File: src/rtl/vga_pkg.sv
// Shared frame-buffer geometry, pixel and address types for the VGA scan-out path.
// Screen is 640x480. The buffer is 160x120 words and is shown at 4x scale.
package vga_pkg;

  localparam logic [9:0] H_ACTIVE = 10'd640;
  localparam logic [9:0] V_ACTIVE = 10'd480;
  localparam logic [7:0] FB_W     = 8'd160;
  localparam logic [6:0] FB_H     = 7'd120;
  localparam int         SCALE_SH = 2;
  localparam int         ADDR_W   = 15;
  localparam int         RGB_W    = 12;

  typedef logic [RGB_W-1:0]  rgb_t;
  typedef logic [ADDR_W-1:0] fb_addr_t;

  function automatic logic fb_in_range(input logic [7:0] x, input logic [6:0] y);
    return (x < FB_W) && (y < FB_H);
  endfunction

endpackage

File: src/rtl/fb_addr_calc.sv
// Maps buffer (x,y) to a linear word address, y*160 + x, using shifts and adds only.
// Purely combinational (zero latency); no flow control.
module fb_addr_calc
  import vga_pkg::*;
(
  input  logic [7:0] x,
  input  logic [6:0] y,
  output fb_addr_t   addr
);

  fb_addr_t y_ext;
  fb_addr_t x_ext;

  assign y_ext = fb_addr_t'(y);
  assign x_ext = fb_addr_t'(x);

  // 160 = 128 + 32
  assign addr = (y_ext << 7) + (y_ext << 5) + x_ext;

endmodule

File: src/rtl/vga_fb_scheduler.sv
// Shares the single frame-buffer RAM port between scan-out reads and a pixel writer.
// One pixel of read latency to rgb_out. The writer stalls (wr_ready=0) only in display slots.
module vga_fb_scheduler
  import vga_pkg::*;
(
  input  logic       clk,
  input  logic       rst,
  input  logic       pix_en,
  input  logic [9:0] hcount,
  input  logic [9:0] vcount,
  input  logic       hsync_in,
  input  logic       vsync_in,
  input  logic       wr_valid,
  output logic       wr_ready,
  input  logic [7:0] wr_x,
  input  logic [6:0] wr_y,
  input  rgb_t       wr_rgb,
  output fb_addr_t   mem_addr,
  output logic       mem_we,
  output rgb_t       mem_wdata,
  input  rgb_t       mem_rdata,
  output rgb_t       rgb_out,
  output logic       hsync_out,
  output logic       vsync_out,
  output logic       frame_start,
  output logic       wr_drop
);

  logic     act;
  logic     disp_slot;
  logic     wr_in_range;
  logic     wr_fire;
  logic     act_d;
  fb_addr_t disp_addr;
  fb_addr_t wr_addr;
  fb_addr_t addr_hold;
  fb_addr_t addr_sel;

  fb_addr_calc u_disp_addr (
    .x    (hcount[SCALE_SH+7:SCALE_SH]),
    .y    (vcount[SCALE_SH+6:SCALE_SH]),
    .addr (disp_addr)
  );

  fb_addr_calc u_wr_addr (
    .x    (wr_x),
    .y    (wr_y),
    .addr (wr_addr)
  );

  assign act         = (hcount < H_ACTIVE) && (vcount < V_ACTIVE);
  assign disp_slot   = act && !pix_en;
  assign wr_in_range = fb_in_range(wr_x, wr_y);

  // Grant depends only on the slot, so the writer never sees a combinational loop through wr_valid.
  // Gating with rst makes mem_we fall immediately on reset, not at the next edge.
  assign wr_ready    = rst && !disp_slot;
  assign wr_fire     = wr_valid && wr_ready;
  assign mem_we      = wr_fire && wr_in_range;
  assign mem_wdata   = wr_rgb;
  assign frame_start = rst && pix_en && (hcount == '0) && (vcount == '0);

  always_comb begin
    addr_sel = addr_hold;
    if (disp_slot) begin
      addr_sel = disp_addr;
    end else if (mem_we) begin
      addr_sel = wr_addr;
    end
  end

  assign mem_addr = rst ? addr_sel : '0;

  always_ff @(posedge clk or negedge rst) begin
    if (!rst) begin
      addr_hold <= '0;
      wr_drop   <= 1'b0;
      act_d     <= 1'b0;
      rgb_out   <= '0;
      hsync_out <= 1'b1;
      vsync_out <= 1'b1;
    end else begin
      addr_hold <= addr_sel;
      if (wr_fire && !wr_in_range) begin
        wr_drop <= 1'b1;
      end
      // Read issued on the pix_en=0 edge; its data is taken on the following pix_en=1 edge.
      if (!pix_en) begin
        act_d <= act;
      end else begin
        rgb_out   <= act_d ? mem_rdata : '0;
        hsync_out <= hsync_in;
        vsync_out <= vsync_in;
      end
    end
  end

endmodule

File: config.mk
export PLATFORM = sky130hd
export DESIGN_NAME = vga_fb_scheduler
export DESIGN_NICKNAME = d
export VERILOG_FILES = /design/src/rtl/vga_pkg.sv /design/src/rtl/fb_addr_calc.sv /design/src/rtl/vga_fb_scheduler.sv
export SDC_FILE = /design/constraint.sdc
export NUM_CORES = 1
export LEC_CHECK = 0
export ABC_AREA = 1
export CAP_MARGIN = 0
export CORE_UTILIZATION = 35
export CTS_CLUSTER_SIZE = 10
export DETAILED_ROUTE_END_ITERATION = 6
export PLACE_DENSITY_LB_ADDON = 0.25
export SLEW_MARGIN = 30
export SYNTH_ARGS = -nofsm -noshare
export SYNTH_HDL_FRONTEND = slang
export SYNTH_SLANG_ARGS = --single-unit
export TNS_END_PERCENT = 30
File: constraint.sdc
create_clock -name clk -period 3.5 [get_ports clk]
set_input_delay 0.875 -clock clk [delete_from_list [all_inputs] [get_ports clk]]
set_output_delay 0.875 -clock clk [all_outputs]
set_load 0.05 [all_outputs]
==> run summary <==
Implementation run completed; key figures follow.

STA:
- The run puts the final critical delay including setup and external delays at 3.67 ns.
- The run gives the worst setup slack after layout as -0.167 ns.
- The run gives the final max-slew violation count as 0.
- The run gives the number of endpoints failing setup at the final stage as 8.
- Setup repair after global routing could not meet its margin everywhere.

Pwr:
- Dividing total power by cell area gives a power density of about 360 nW/um2.
- The run puts the proportion of power drawn by flip-flops and latches at 26.1%.
- The power report lists cell-internal power as 1.05 mW.
- The run puts the power spent charging and discharging nets at between 600 and 700 uW.

Clock network:
- The run gives the clock tree from TritonCTS as yes.
- The run puts the total CTS buffers at 5.
- The run gives the number of hold buffers added after cts as 0.
- After clock tree synthesis, the clock-pin slew on the worst setup and hold paths is ~0.070 ns.
- Per the CTS log, the root buffer master is sky130_fd_sc_hd__clkbuf_8.

Critical path:
- STA classifies the critical path startpoint as an input pin.
- The run puts the count of cells along the worst register-to-register path at 5.

Flow run:
- Summing over the stages, the warning tally comes to 29.

Outcome:
- The run finished, with violations left.
- The checks that failed: negative setup slack.

Hold path:
- The run gives the worst hold path startpoint as wr_drop$_DFFE_PN0P_.
- The run gives the path category of the worst min-delay check as reg2reg.

Yosys:
- The net count after synthesis is between 400 and 500.

GRT:
- The run puts the via count of the first global-routing pass at ~2700.
per-stage QoR:
stage                     cell area, um2  TNS (ns)  setup WS (ns)  util, %  instances
final                               4580    -0.836         -0.167     62.5        589
after global placement              4080     -6.13         -0.735     55.6        576
after detailed placement            4080     -6.30         -0.752     55.6        576
after global routing                4580     -1.95         -0.264     62.5        589
after CTS                           4550    -0.590         -0.133     62.0        588
after floorplan                     2770    -0.435         -0.126        -        370
area by class of cell:
| class | count | area [um2] |
|---|---|---|
| clock inverters | 2 | 35.0 |
| fillers | 613 | 2750 |
| inverters | 66 | 260 |
| multi-input cells | 251 | 1920 |
| well taps | 99 | 124 |
| clock buffers | 6 | 82.6 |
| flip-flops and latches | 31 | 778 |
| repair buffers | 134 | 1390 |
flip-flops by register name (all words and copies together), names as in the netlist:
signal,cells
act_d,1
addr_hold,15
hsync_out,1
rgb_out,12
vsync_out,1
wr_drop,1
worst max-delay path, stage by stage:
cell and delay (ns):
sky130_fd_sc_hd__buf_8 0.09, sky130_fd_sc_hd__inv_8 0.03, sky130_fd_sc_hd__fa_2 0.58, sky130_fd_sc_hd__inv_2 0.05, sky130_fd_sc_hd__ha_4 0.27, sky130_fd_sc_hd__nand2_4 0.05
sky130_fd_sc_hd__o21ai_4 0.16, sky130_fd_sc_hd__nand2_2 0.08, sky130_fd_sc_hd__nand3b_1 0.10, sky130_fd_sc_hd__nand3_2 0.08, sky130_fd_sc_hd__nand2_2 0.07, sky130_fd_sc_hd__nand2_2 0.07
sky130_fd_sc_hd__nor2_4 0.12, sky130_fd_sc_hd__buf_12 0.15
layer usage:
layer	track usage, %	vias up	part of all wire, %
li1	-	1398	-
met1	24.2	1258	46
met2	31.5	65	49
met3	2.88	8	4.1
met4	6.83	0	1.6
met5	0	-	0
Figure 1. Routed clock nets over the placement.
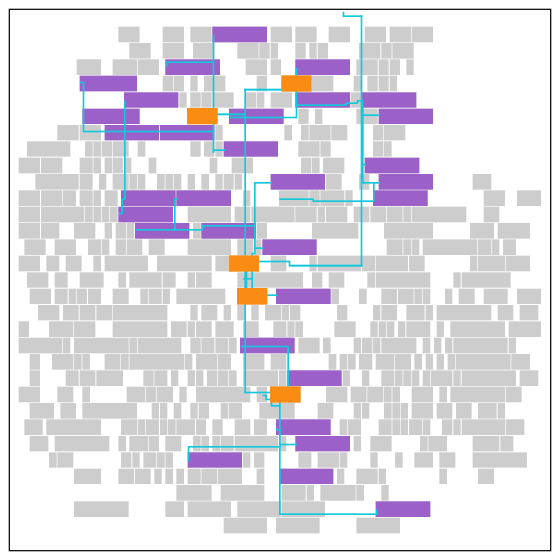
legend:
  cyan:
    item: clock wires
    length: 435 um
  orange:
    item: clock-net drivers
    count: 5
  purple:
    item: flip-flops
    count: 31
routed clock nets: 6
relative contribution of the clock network to total power: 21.8%
worst clock skew on the final layout: 0.00453 ns
worst-skew pair later-pin latency: 0.28 ns

Figure 2. Drive-strength map.
Bar = 20 um.
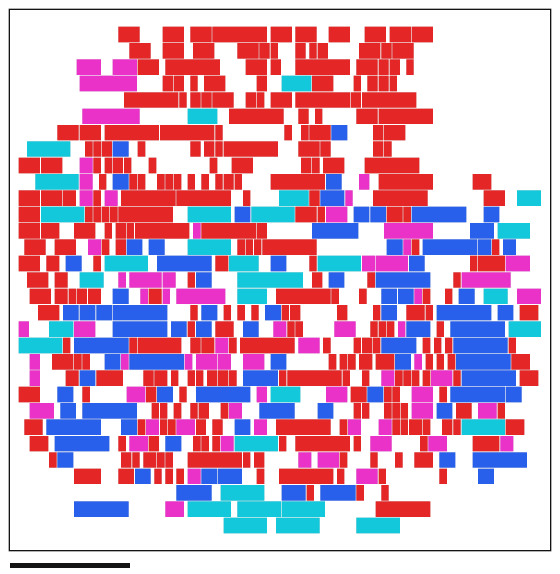
legend:
  magenta:
    size: x2
    cells: 67
  red:
    size: x1 and smaller
    cells: 310
  cyan:
    size: x6 and larger
    cells: 31
  blue:
    size: x3 and x4
    cells: 82
minimum setup slack in the final design: -0.167 ns
growth of design area from synthesis to finish: 70.1%
final design instance area without fill: 4580 um2
number of non-clock buffers: 134

Figure 3. Placed cells, one colour a class.
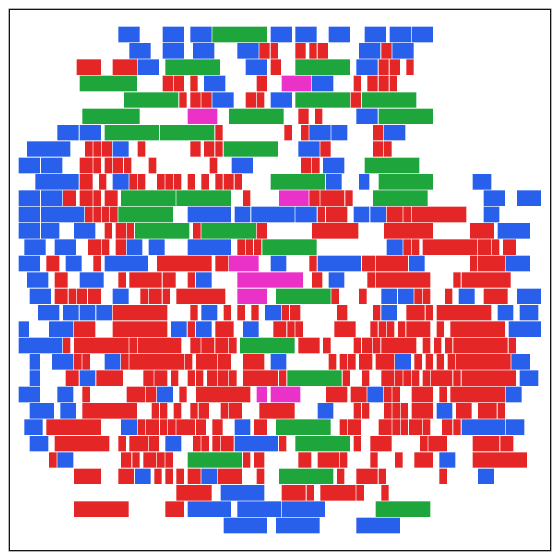
legend:
  red:
    class: remaining logic cells
    cells: 317
  green:
    class: registers
    cells: 31
  blue:
    class: remaining buffers and delay cells
    cells: 134
  magenta:
    class: clock drivers and dummy loads
    cells: 8
register share of the cell area: 17.0%
Core Rows: 31
Layout Utilization: 62.5%

Power and IR drop assume default switching activity.
